Figure 1. Clock distribution.
Scale: 6 px per um.
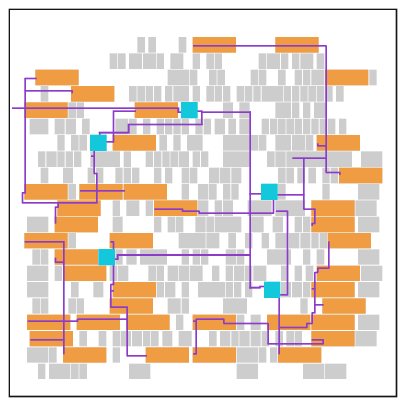
Figure 2. Sequential cells colored by netlist name.
Scale: 4 px per um. Other sequential cells in the stronger gray, the rest of the logic in the fainter gray.
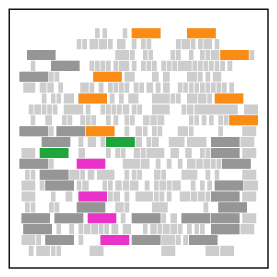
Figure 3. Metal layers overlaid.
Scale: 4 px per um.
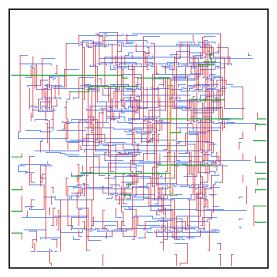
Figure 4. Signal wires on met3.
Scale: 4 px per um. Cells faint in the background.
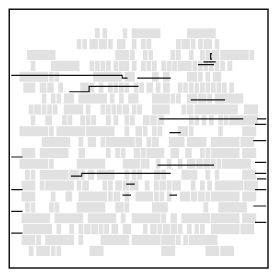
File: config.mk
export PLATFORM = sky130hd
export DESIGN_NAME = debounce_scan_ctrl_flat
export DESIGN_NICKNAME = d
export VERILOG_FILES = /design/src/rtl/debounce_scan_ctrl_if.sv /design/src/rtl/debounce_scan_ctrl.sv /design/src/flat_wrapper.sv
export SDC_FILE = /design/constraint.sdc
export NUM_CORES = 1
export LEC_CHECK = 0
export ABC_AREA = 1
export CORE_MARGIN = 2
export CORE_UTILIZATION = 55
export CTS_CLUSTER_DIAMETER = 150
export DETAILED_ROUTE_END_ITERATION = 8
export PLACE_DENSITY_LB_ADDON = 0.08
export RECOVER_POWER = 100
export SLEW_MARGIN = 20
export SYNTH_ARGS = -nofsm -noshare
export SYNTH_HDL_FRONTEND = slang
export SYNTH_SLANG_ARGS = --single-unit
File: constraint.sdc
create_clock -name clk -period 3.3 [get_ports clk]
set_input_delay 0.33 -clock clk [delete_from_list [all_inputs] [get_ports clk]]
set_output_delay 0.33 -clock clk [all_outputs]
set_load 0.03 [all_outputs]
File: src/rtl/debounce_scan_ctrl_if.sv
// Signal bundle between the button-debounce controller and its consumer:
// raw button levels in, tick strobe, scan status and debounced levels/events out.
interface debounce_scan_ctrl_if #(
  parameter int N_CH = 4
);
  logic [N_CH-1:0] level;
  logic            m_tick;
  logic [N_CH-1:0] curr_level;
  logic [N_CH-1:0] rise;
  logic [N_CH-1:0] fall;
  logic            scan_busy;

  modport master (
    input  level,
    output m_tick, curr_level, rise, fall, scan_busy
  );

  modport slave (
    output level,
    input  m_tick, curr_level, rise, fall, scan_busy
  );
endinterface

File: src/rtl/debounce_scan_ctrl.sv
// Debounced push-button bank: one compare/count slot time-shared round-robin
// across channels after every sample tick; stable level plus rise/fall pulses.
module debounce_scan_ctrl #(
  parameter int N_CH         = 4,
  parameter int TICK_DIV     = 10,
  parameter int STABLE_TICKS = 3
) (
  input  logic                 clk,
  input  logic                 reset,
  debounce_scan_ctrl_if.master bus
);
  localparam int CNT_W = (STABLE_TICKS > 1) ? $clog2(STABLE_TICKS) : 1;
  localparam int IDX_W = (N_CH > 1) ? $clog2(N_CH) : 1;
  localparam int PRE_W = (TICK_DIV > 1) ? $clog2(TICK_DIV) : 1;
  localparam logic [CNT_W-1:0] CNT_LAST = CNT_W'(STABLE_TICKS - 1);
  localparam logic [IDX_W-1:0] IDX_LAST = IDX_W'(N_CH - 1);
  localparam logic [PRE_W-1:0] PRE_LAST = PRE_W'(TICK_DIV - 1);

  if (N_CH < 1 || N_CH > 16) begin : g_bad_n_ch
    $error("debounce_scan_ctrl: N_CH must be in 1..16");
  end
  // A tick must never land inside a scan, otherwise the snapshot would shift mid-scan.
  if (TICK_DIV < N_CH + 2) begin : g_bad_tick_div
    $error("debounce_scan_ctrl: TICK_DIV must be >= N_CH+2");
  end
  if (STABLE_TICKS < 1) begin : g_bad_stable
    $error("debounce_scan_ctrl: STABLE_TICKS must be >= 1");
  end

  typedef enum logic {S_IDLE = 1'b0, S_SCAN = 1'b1} state_e;

  logic [N_CH-1:0]  sync1_q, sync2_q, snap_q;
  logic [N_CH-1:0]  curr_q, curr_d, rise_q, rise_d, fall_q, fall_d;
  logic [PRE_W-1:0] presc_q, presc_d;
  logic             m_tick_q, busy_q;
  state_e           state_q, state_d;
  logic [IDX_W-1:0] idx_q, idx_d;
  logic [CNT_W-1:0] cnt_q [N_CH];
  logic [CNT_W-1:0] cnt_d [N_CH];

  always_comb begin
    presc_d = (presc_q == PRE_LAST) ? '0 : presc_q + PRE_W'(1);
  end

  always_comb begin
    state_d = state_q;
    idx_d   = idx_q;
    curr_d  = curr_q;
    rise_d  = '0;
    fall_d  = '0;
    cnt_d   = cnt_q;
    case (state_q)
      S_IDLE: begin
        if (m_tick_q) begin
          state_d = S_SCAN;
          idx_d   = '0;
        end else begin
          state_d = S_IDLE;
        end
      end
      S_SCAN: begin
        if (snap_q[idx_q] == curr_q[idx_q]) begin
          cnt_d[idx_q] = '0;
        end else if (cnt_q[idx_q] == CNT_LAST) begin
          curr_d[idx_q] = snap_q[idx_q];
          cnt_d[idx_q]  = '0;
          rise_d[idx_q] = snap_q[idx_q];
          fall_d[idx_q] = ~snap_q[idx_q];
        end else begin
          cnt_d[idx_q] = cnt_q[idx_q] + CNT_W'(1);
        end
        if (idx_q == IDX_LAST) begin
          state_d = S_IDLE;
          idx_d   = '0;
        end else begin
          idx_d = idx_q + IDX_W'(1);
        end
      end
      default: begin
        state_d = S_IDLE;
        idx_d   = '0;
      end
    endcase
  end

  always_ff @(posedge clk) begin
    if (reset) begin
      sync1_q  <= '0;
      sync2_q  <= '0;
      snap_q   <= '0;
      presc_q  <= '0;
      m_tick_q <= 1'b0;
      busy_q   <= 1'b0;
      state_q  <= S_IDLE;
      idx_q    <= '0;
      curr_q   <= '0;
      rise_q   <= '0;
      fall_q   <= '0;
      for (int i = 0; i < N_CH; i++) cnt_q[i] <= '0;
    end else begin
      sync1_q  <= bus.level;
      sync2_q  <= sync1_q;
      presc_q  <= presc_d;
      m_tick_q <= (presc_d == PRE_LAST);
      if (m_tick_q) snap_q <= sync2_q;
      busy_q   <= (state_d == S_SCAN);
      state_q  <= state_d;
      idx_q    <= idx_d;
      curr_q   <= curr_d;
      rise_q   <= rise_d;
      fall_q   <= fall_d;
      cnt_q    <= cnt_d;
    end
  end

  assign bus.m_tick     = m_tick_q;
  assign bus.scan_busy  = busy_q;
  assign bus.curr_level = curr_q;
  assign bus.rise       = rise_q;
  assign bus.fall       = fall_q;
endmodule

File: src/flat_wrapper.sv
// flat-port wrapper written by rule: the top's interface ports become plain ports
module debounce_scan_ctrl_flat 
#(
  parameter int N_CH         = 4,
  parameter int TICK_DIV     = 10,
  parameter int STABLE_TICKS = 3
)
  (clk, reset, bus_level, bus_m_tick, bus_curr_level, bus_rise, bus_fall, bus_scan_busy);
  debounce_scan_ctrl_if #(.N_CH(N_CH)) bus_i ();
  input  logic clk;
  input  logic reset;
  input wire logic [$bits(bus_i.level)-1:0] bus_level;
  output wire logic [$bits(bus_i.m_tick)-1:0] bus_m_tick;
  output wire logic [$bits(bus_i.curr_level)-1:0] bus_curr_level;
  output wire logic [$bits(bus_i.rise)-1:0] bus_rise;
  output wire logic [$bits(bus_i.fall)-1:0] bus_fall;
  output wire logic [$bits(bus_i.scan_busy)-1:0] bus_scan_busy;
  assign bus_i.level = bus_level;
  assign bus_m_tick = bus_i.m_tick;
  assign bus_curr_level = bus_i.curr_level;
  assign bus_rise = bus_i.rise;
  assign bus_fall = bus_i.fall;
  assign bus_scan_busy = bus_i.scan_busy;
  debounce_scan_ctrl #(.N_CH(N_CH), .TICK_DIV(TICK_DIV), .STABLE_TICKS(STABLE_TICKS)) u_core (.clk(clk), .reset(reset), .bus(bus_i));
endmodule
==> results_dict.tcl <==
# metrics dict for downstream scripts
set metrics [dict create \
    outcome "finished, final reports clean" \
    combPwrFrac_pct 3.2 \
    comb_cells 212 \
    port_buffers 19 \
    critPathArrivalTime_ns 2.73 \
    setup_viol 0 \
    sh_seq_area_pct 35.3 \
    top_cell_area_share_pct 40.1 \
    crit_slowest_cell "dfxtp_1" \
    grt_util_met1_pct 26.5 \
    fp-utilization_pct 58.5 \
    final_cell_mix "nand2_1 (92), nor2_1 (50), dfxtp_1 (40), inv_1 (33), nand3_1 (24)" \
    dominantRegCellSynth "dfxtp_1" \
    drive_above_1_share_pct 7.32 \
    tightest_slew_ns 0.618 \
    finalMaxSlewViolations 0 \
    required_ns 3.56 \
    area_delta_synth_final_pct 13.5 \
    n_all_inverters 35 \
    most_common_cell "nand2_1" \
    place_congestion 0.890 \
    antenna_found_initial 0 \
    cts_sinks 40 \
    hold_violations 0 \
    r2r_slack_ns 0.83 \
    nNetsFinal 325 \
    die_w_um 64.3 \
    grt_busiest_layer "met2" \
    clock-skew-final_ns 0.0122 \
    htreeDepth 2 \
    chipArea_um2 4130 \
    n_tap_cell 46 \
    yosys_warnings 0 \
    clock_buffers 7 \
    seq_area_um2 801 \
    ys_async_sr_fraction_pct 0 \
    lay_top_count "nand2_1" \
    avgViaCountPerCell 4.98 \
    ys_ff 40 \
    io_pins 20 \
    largestClassByArea "multi-input combinational cells" \
    comb_share_pct 43.7 \
    placed_area_um2 2190 \
    drt_first_iter_violations 130 \
    finalCritPeriodShare_pct 74.8 \
    crit_chain "inv_4 -> o21ai_0 -> a21oi_1 -> a21oi_1 -> ha_1 -> nand2_1 -> nor2_1 -> nand2_1 -> nand3_1 -> nand2_1" \
    finalWorstSetupSlack_ns 0.831 \
    crit_buf_inv 1 \
    nonClkBufAreaFrac_pct 8.38 \
    grt_max_degree 22 \
    synth_area_um2 2000 \
    n_sequential_cell 40 \
    tritoncts "built" \
    drv_cap 0 \
    powerComb_mw 0.0280 \
    topCellsByArea "dfxtp_1 (40%), nand2_1 (17%), nor2_1 (9.2%), inv_1 (6.2%), nand3_1 (6.0%)" \
    buffers 19 \
    totalPowerFinal_mw 0.884 \
    cpMostUsedCell "nand2_1" \
    n_antenna_cell 0 \
    hold_class "flip-flop to flip-flop" \
    tool_warnings 30 \
    grt_pass1_wl_mm 6.82 \
    core-area_um2 3420 \
    critical_path.endpoint_type "flip-flop" \
    yosys_cells 295 \
    min_period_ns 2.47 \
    met2_usage_pct 35.8 \
    clock_power_share_pct 40.9 \
    edf_count 0 \
    powerDensity_nw_per_um2 390 \
    first_pass_iters 5 \
    switchingPower_mw 0.181 \
    crit_type "flip-flop to flip-flop" \
    final_area_um2 2270 \
    post_synth.cell_area_avg_um2 6.78 \
    crit_family "simple AND/OR/NAND/NOR gates" \
    cp_max_fo 13 \
    ys_seq_share_pct 40.1 \
    vdd_drop_max_uv 236 \
    p_int_mw 0.703 \
    seq_power_mw 0.494 \
    num_rows 21 \
]
About Figure 1:
[flip-flops] orange | count: 40
[clock-net drivers] cyan | count: 5
[clock wires] purple | length: 458 um
flops lie: all over the die

About Figure 2:
[u_core.cnt_q] orange | sequential cells: 8
[u_core.snap_q] magenta | sequential cells: 4
[u_core.idx_q] green | sequential cells: 2

About Figure 3:
[M4] orange | wire length: 29.2 um
[M1] blue | wire length: 1880 um
[M3] green | wire length: 173 um
[M2] red | wire length: 1780 um
Total Routing Usage GR: 20.8%
DR WL/cell: 10.7 um
vias: 1792

About Figure 4:
main direction: horizontal
longest straight run: 27.6 um
wire length on this layer: 173 um
nets with wire on the layer: 23
Post-Route WL: 3.87 mm
M3 GR Usage: 4.23%

## kinds of logic after synthesis
group | count (synthesis) | share of synthesized area [%]
buffers and inverters | 43 | 9.45
AND/OR/NAND/NOR | 188 | 41.6
AND-OR/OR-AND | 17 | 4.76
flip-flops | 40 | 40.1
adder cells (fa/ha/maj) | 6 | 3.75
XOR/XNOR | 1 | 0.438
## path summary, 6_finish.rpt
path	start	to	cells after the start
min	u_core.sync1_q[1]$_SDFF_PP0_	u_core.sync2_q[1]$_SDFF_PP0_	2
min reg2reg	u_core.sync1_q[1]$_SDFF_PP0_	u_core.sync2_q[1]$_SDFF_PP0_	2
max	u_core.idx_q[0]$_SDFFE_PP0P_	u_core.bus.curr_level[2]$_SDFFE_PP0P_	10
max reg2reg	u_core.idx_q[0]$_SDFFE_PP0P_	u_core.bus.curr_level[2]$_SDFFE_PP0P_	10
## sequential cells by signal, indices dropped and copies added (netlist names)
| signal | count |
|---|---|
| u_core.bus.fall | 4 |
| u_core.bus.m_tick | 1 |
| u_core.snap_q | 4 |
| u_core.bus.curr_level | 4 |
| u_core.idx_q | 2 |
| u_core.cnt_q | 8 |
| u_core.presc_q | 4 |
| u_core.bus.scan_busy | 1 |
| u_core.sync2_q | 4 |
| u_core.sync1_q | 4 |
| u_core.bus.rise | 4 |
## routing by layer
| metal | wire length [um] | share of wire, % |
|---|---|---|
| met1 | 1880 | 49 |
| met5 | 0 | 0 |
| met4 | 29 | 0.75 |
| met3 | 172 | 4.5 |
| met2 | 1780 | 46 |
## worst min-delay path: cells and delay by family, from the launching register on
family	cells	cell delay, ns
buf+inv	1	0.04
flops	1	0.31
simple gates	1	0.03
